Fig. 1: run 1, signal wires on met1
Bar = 20 um. Cells faint in the background.
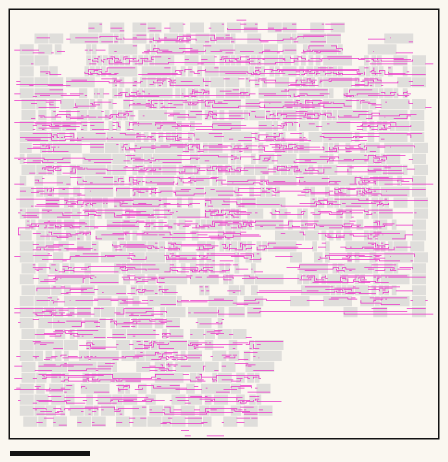
Fig. 2: run 1, met2 routing
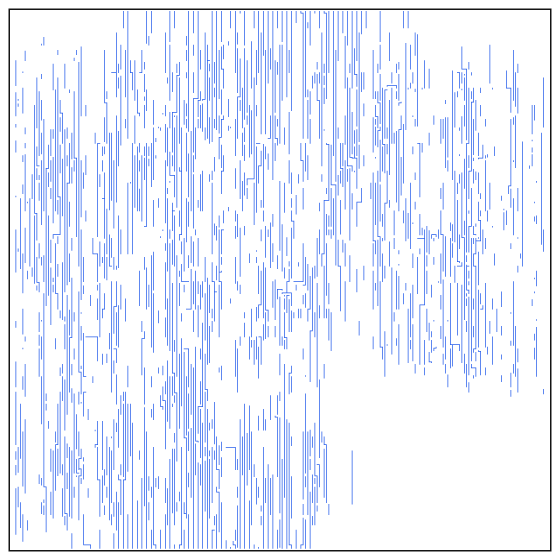
Fig. 3: run 1, met3 routing
Bar = 20 um.
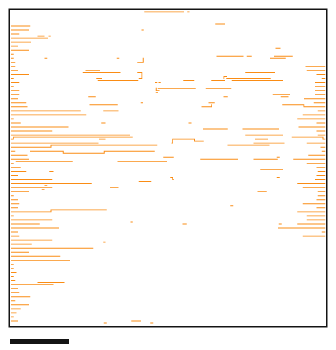
==> config.mk <==
export PLATFORM = sky130hd
export DESIGN_NAME = mult_arbiter
export DESIGN_NICKNAME = d
export VERILOG_FILES = /design/src/rtl/mult_arbiter.sv
export SDC_FILE = /design/constraint.sdc
export NUM_CORES = 1
export LEC_CHECK = 0
export ABC_AREA = 1
export CORE_MARGIN = 2
export CORE_UTILIZATION = 48
export CTS_BUF_LIST = sky130_fd_sc_hd__clkbuf_8
export DETAILED_ROUTE_END_ITERATION = 10
export PLACE_DENSITY = 0.91
export RECOVER_POWER = 25
export SYNTH_ARGS = -nofsm -noshare
export SYNTH_HDL_FRONTEND = slang
export SYNTH_SLANG_ARGS = --single-unit
==> constraint.sdc <==
create_clock -name Clk -period 2.63 [get_ports Clk]
set_clock_uncertainty 0.2 [all_clocks]
set_input_delay 0.789 -clock Clk [delete_from_list [all_inputs] [get_ports Clk]]
set_output_delay 0.789 -clock Clk [all_outputs]
set_load 0.02 [all_outputs]
==> run notes, run 1 <==
Implementation numbers.

- In this run the standard cell core region covers approximately 0.010 sq mm.
- The total routed wire length on the met1 layer is ~5800 um.
- The starting density of the core reads roughly 49%.
- Looking at the worst setup and hold paths, the clock pins of their registers show a slew of approximately 0.090 ns.
- The post-synthesis share of cell area spent on and-or and or-and gates is around 9.0%.
- The flow ran to the end, and the final reports show no timing, DRC or antenna violations.
- The number of cells on the critical path reads 4.
- The dominant non-sequential cell family after synthesis is simple AND/OR/NAND/NOR gates.
- Clock tree synthesis found a total of around 110 sinks.
- In this run the power spent charging and discharging nets is 1.91 mW.
- Post-CTS repair ended up resizing 6 cells.
- The layout inverter count without the clock tree reads 58.
- The simple-gate share of the synthesized area reads 36.1%.
- The switching share of total power is between 30% and 40%.
- The maximum vdd ir drop is 0.519 mV.
- The clock network contribution to total cell area reads about 2.6%.
- The clock network is responsible for 19.3% of the overall power.
- The main area contributors are sky130_fd_sc_hd__dfxtp_1 43%, sky130_fd_sc_hd__nand2_1 13%, sky130_fd_sc_hd__nor2_1 8.9%.
- The utilization after layout is approximately 70%.
- The layout report gives the multi-input gate share of total cell area as 32.1%.
- Excluding fillers, the count of instances in the completed layout stands at between 1k and 1.5k.
- The die outline width is 106 um.
- The number of tap cells added at floorplan reads roughly 140.
- The number of post-CTS setup repair buffers reads 0.
- The power share of the sequential group is between 30% and 40%.
- The final sequential cell count is about 110.
- Entering global routing, the biggest net connects 54 pins.
- In this run the biggest area consumer among cell types represents 42.6% of the synthesized area.
- The slowest stage of the critical path is the sky130_fd_sc_hd__dfxtp_1 cell.
- The most used flip-flop cell is sky130_fd_sc_hd__dfxtp_1.
- The number of enable flip-flop cells reads 0.
- The first global-routing pass estimated around 24000 um of wire.
- Among cell families on the critical path, the largest total delay comes from flip-flops.
- The area taken by sequential standard cells is reported as approximately 0.0021 sq mm.
- The adder and majority gate portion of the synthesized area reads 1.24%.
- The post-route fraction of the period consumed by the critical path reads 95.4%.
- The portion of netlist area occupied by mux cells reads 0%.
- The tool warning count for the run is 29.
- The total iterations of the first detailed-routing run reads 5.
- The routability-driven placement congestion ratio reads approximately 0.9.
- Across the run, the number of max-cap violations was 0.
- The cell-mix breakdown from Yosys lists the XOR/XNOR area share as 0%.
- The final cell area excluding filler cells is just over 0.007 sq mm.
-- Fig. 1 (at the start) --
- share of all routed wire: 39%
- nets with wire on the layer: 863
- main direction: horizontal
- wire length on this layer: 5790 um
Vias: 5128
aggregate routed wire length: 14700 um
met1 Track Usage GR: 31.2%

-- Fig. 2 (at the start) --
- main direction: vertical
- nets with wire on the layer: 798
- wire length on this layer: 7130 um
met2 demand-to-capacity share in global routing: 45.3%

-- Fig. 3 (at the start) --
- share of all routed wire: 8.5%
- main direction: horizontal
- nets with wire on the layer: 157
- longest straight run: 40.0 um
met3 layer usage reported by global route: 7.17%

==> inputs of run 2 (changes only) <==
--- a/config.mk
+++ b/config.mk
@@ -9,6 +9,7 @@
 export CORE_MARGIN = 2
 export CORE_UTILIZATION = 48
 export CTS_BUF_LIST = sky130_fd_sc_hd__clkbuf_8
+export CTS_CLUSTER_DIAMETER = 30
 export DETAILED_ROUTE_END_ITERATION = 10
 export PLACE_DENSITY = 0.91
 export RECOVER_POWER = 25
Fig. 4: run 2, met2 routing
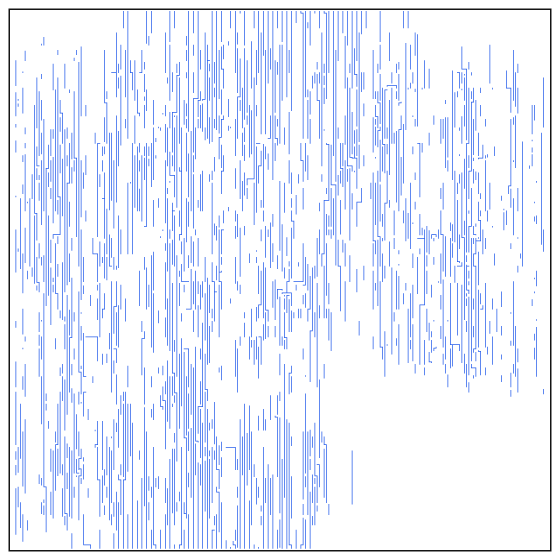
- share of all routed wire: 48%
- wire length on this layer: 7130 um
- longest straight run: 40.1 um
- nets with wire on the layer: 798
- main direction: vertical

Fig. 5: run 2, clock nets
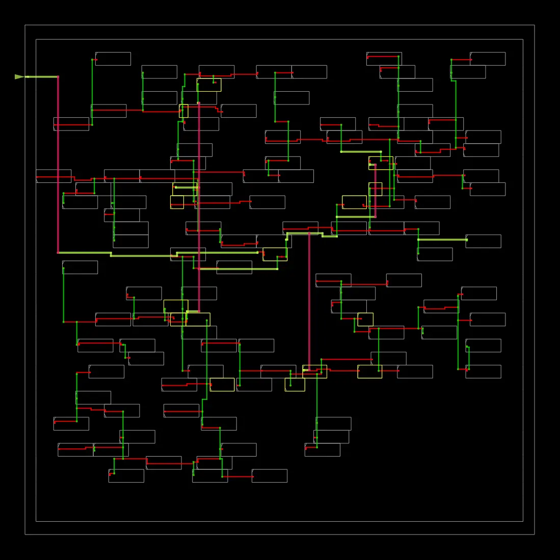
total clock network power: 970 uW
final-layout clock buffer total: 10

Fig. 6: run 2, the metal 4 layer
Bar = 20 um.
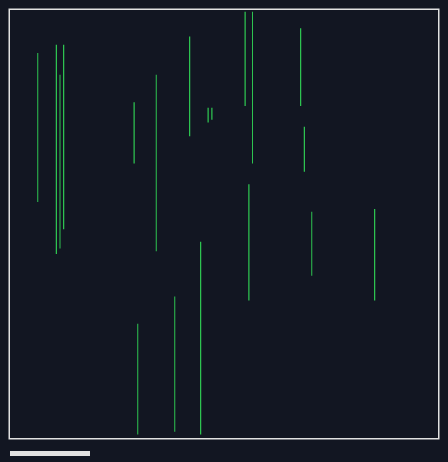
- longest straight run: 51.7 um
- wire length on this layer: 531 um

==> run notes, run 2 <==
Implementation numbers.

- The OpenROAD report gives the critical path a required time of around 1.6 ns.
- The dominant non-sequential cell family after synthesis is simple AND/OR/NAND/NOR gates.
- The total routed wire length on the met1 layer is 5790 um (unchanged).
- The area used by sequential logic in the layout reads 0.00214 sq mm (unchanged).
- The arrival time reported for the critical path endpoint reads 1.52 ns.
- The tightest hold path in the finished design has a slack of approximately 0.27 ns.
- The power share of the sequential group reads 39.8% (about the same).
- The ratio of total power to cell area reads ~700 mW/mm^2.
- The run finished with clean final reports.
- The final routed wirelength across all metal layers reads 14700 um (unchanged).
- The stage-log warning count was 29 (unchanged).
- The post-detailed-route count of antenna-violating nets is 0.
- The logic gate fraction of the total cell area is 32.1% (unchanged).
- The utilization after layout reads 70.5% (unchanged).
- The most used flip-flop cell after synthesis is sky130_fd_sc_hd__dfxtp_1.
- The met3 track demand over resource reads 7.17% (unchanged).
- The power report lists cell-internal power as about 3.1 mW.
- The clock group share of total power is 19.3% (about the same).
- The met2 track demand over resource came to 45.3% (unchanged).
- The total number of clock tree sinks is 107 (unchanged).
- Traced cell by cell, the critical path runs through ha_1 > nand2_1 > nor2_1 > dlygate4sd2_1.
- The switching share of total power reads 38.1% (unchanged).
- The routability-driven placement congestion ratio reads 0.903 (unchanged).
- The simple-gate share of the synthesized area reads 36.1% (unchanged).
- The detailed-route via count reads 5128 (unchanged).
- In this run the tightest slew margin relative to its limit is a little over 50%.
- The post-placement worst setup slack is approximately 0.16 ns.
- The number of tap cells added at floorplan reads 136 (unchanged).
- The layout inverter count without the clock tree is 58 (unchanged).
- Recorded from the global router log, the overflow total was 0.
- The maximum single-stage delay on the critical path is between 0.4 and 0.5 ns.
- The final cell area excluding filler cells reads 0.00721 sq mm (unchanged).
- The startpoint type of the worst setup path reads a flop.
- The final sequential cell count reads 107 (unchanged).
- For reference, the final report shows the max-slew violation count at 0.
- The share of the synthesized area in the top cell type is 42.6% (unchanged).
- The number of post-CTS setup repair buffers is 0 (unchanged).
- The post-route fraction of the period consumed by the critical path reads 95.4% (unchanged).
- The number of cells on the critical path is 4 (unchanged).
- The placed instance count is about 1.0k.
- The area of the placeable core is 0.0102 sq mm (unchanged).
- The cell type group with the largest total delay on the critical path is flip-flops.
- The power group with the highest consumption is combinational logic.
- The cell count of the worst hold path reads 2.
- The number of cells in Yosys stat reads 704.
- The first-pass GRT wire length reads 23800 um (unchanged).
- The worst register-to-register path depth is 9.
- Together, buffers and inverters on the worst path number 1.
- Of the cells placed in the final design, the portion with a size suffix greater than 1 is 10.4%.
- The number of maximum-capacitance violations is 0 (unchanged).
- The non-filler instance count after layout is 1029 (unchanged).
- The slowest cell on the critical path is sky130_fd_sc_hd__dfxtp_1.
- The adder and majority gate portion of the synthesized area reads 1.24% (unchanged).
- The maximum number of pins on one net before global-route repair is 54 (unchanged).
- The routing usage on met1 was 31.2% (unchanged).
- The number of enable flip-flop cells is 0 (unchanged).
- The starting density of the core was 49.2% (unchanged).
- The minimum setup slack in the final design is around 0.12 ns.
- The XOR/XNOR share of the synthesized area reads 0% (unchanged).
- The CTS clock-pin slew for the worst setup and hold paths reads 0.09 ns (about the same).
- The clock network contribution to total cell area is 2.59% (unchanged).
- The share of power burned in combinational logic is 40.9%.
- The fraction of final cell area spent on non-clock buffers in this run is a little under a third.
- The net switching component of the power is 1.91 mW (unchanged).
- The most used routing layer reads met2.
- The number of resized instances in the post-cts repair step is 6 (unchanged).
- The die outline width came to 106 um (unchanged).
- The number of remaining DRC errors reads 0.
- The number of diodes added for antenna fixing is 0.
- The power consumed by combinational cells reads slightly above 2 mW.
- The number of port buffers reads between 200 and 250.
- The total iterations of the first detailed-routing run is 5 (unchanged).
- For reference, the top cells by area after synthesis are sky130_fd_sc_hd__dfxtp_1 43%, sky130_fd_sc_hd__nand2_1 13%, sky130_fd_sc_hd__nor2_1 8.9%.
- The most common logic cell in the routed design is sky130_fd_sc_hd__clkdlybuf4s50_1.
- The post-synthesis share of cell area spent on and-or and or-and gates reads 8.96% (unchanged).
- The cell sitting at the root of the clock tree is a sky130_fd_sc_hd__clkbuf_8.
- The maximum vdd ir drop reads 0.519 mV (unchanged).
- The count of synthesis-stage warnings from yosys reads 0.
- The portion of netlist area occupied by mux cells is 0% (unchanged).
- The endpoint type of the worst setup path reads an output port.
No activity file was given, so power comes from the tool's default toggle rates.
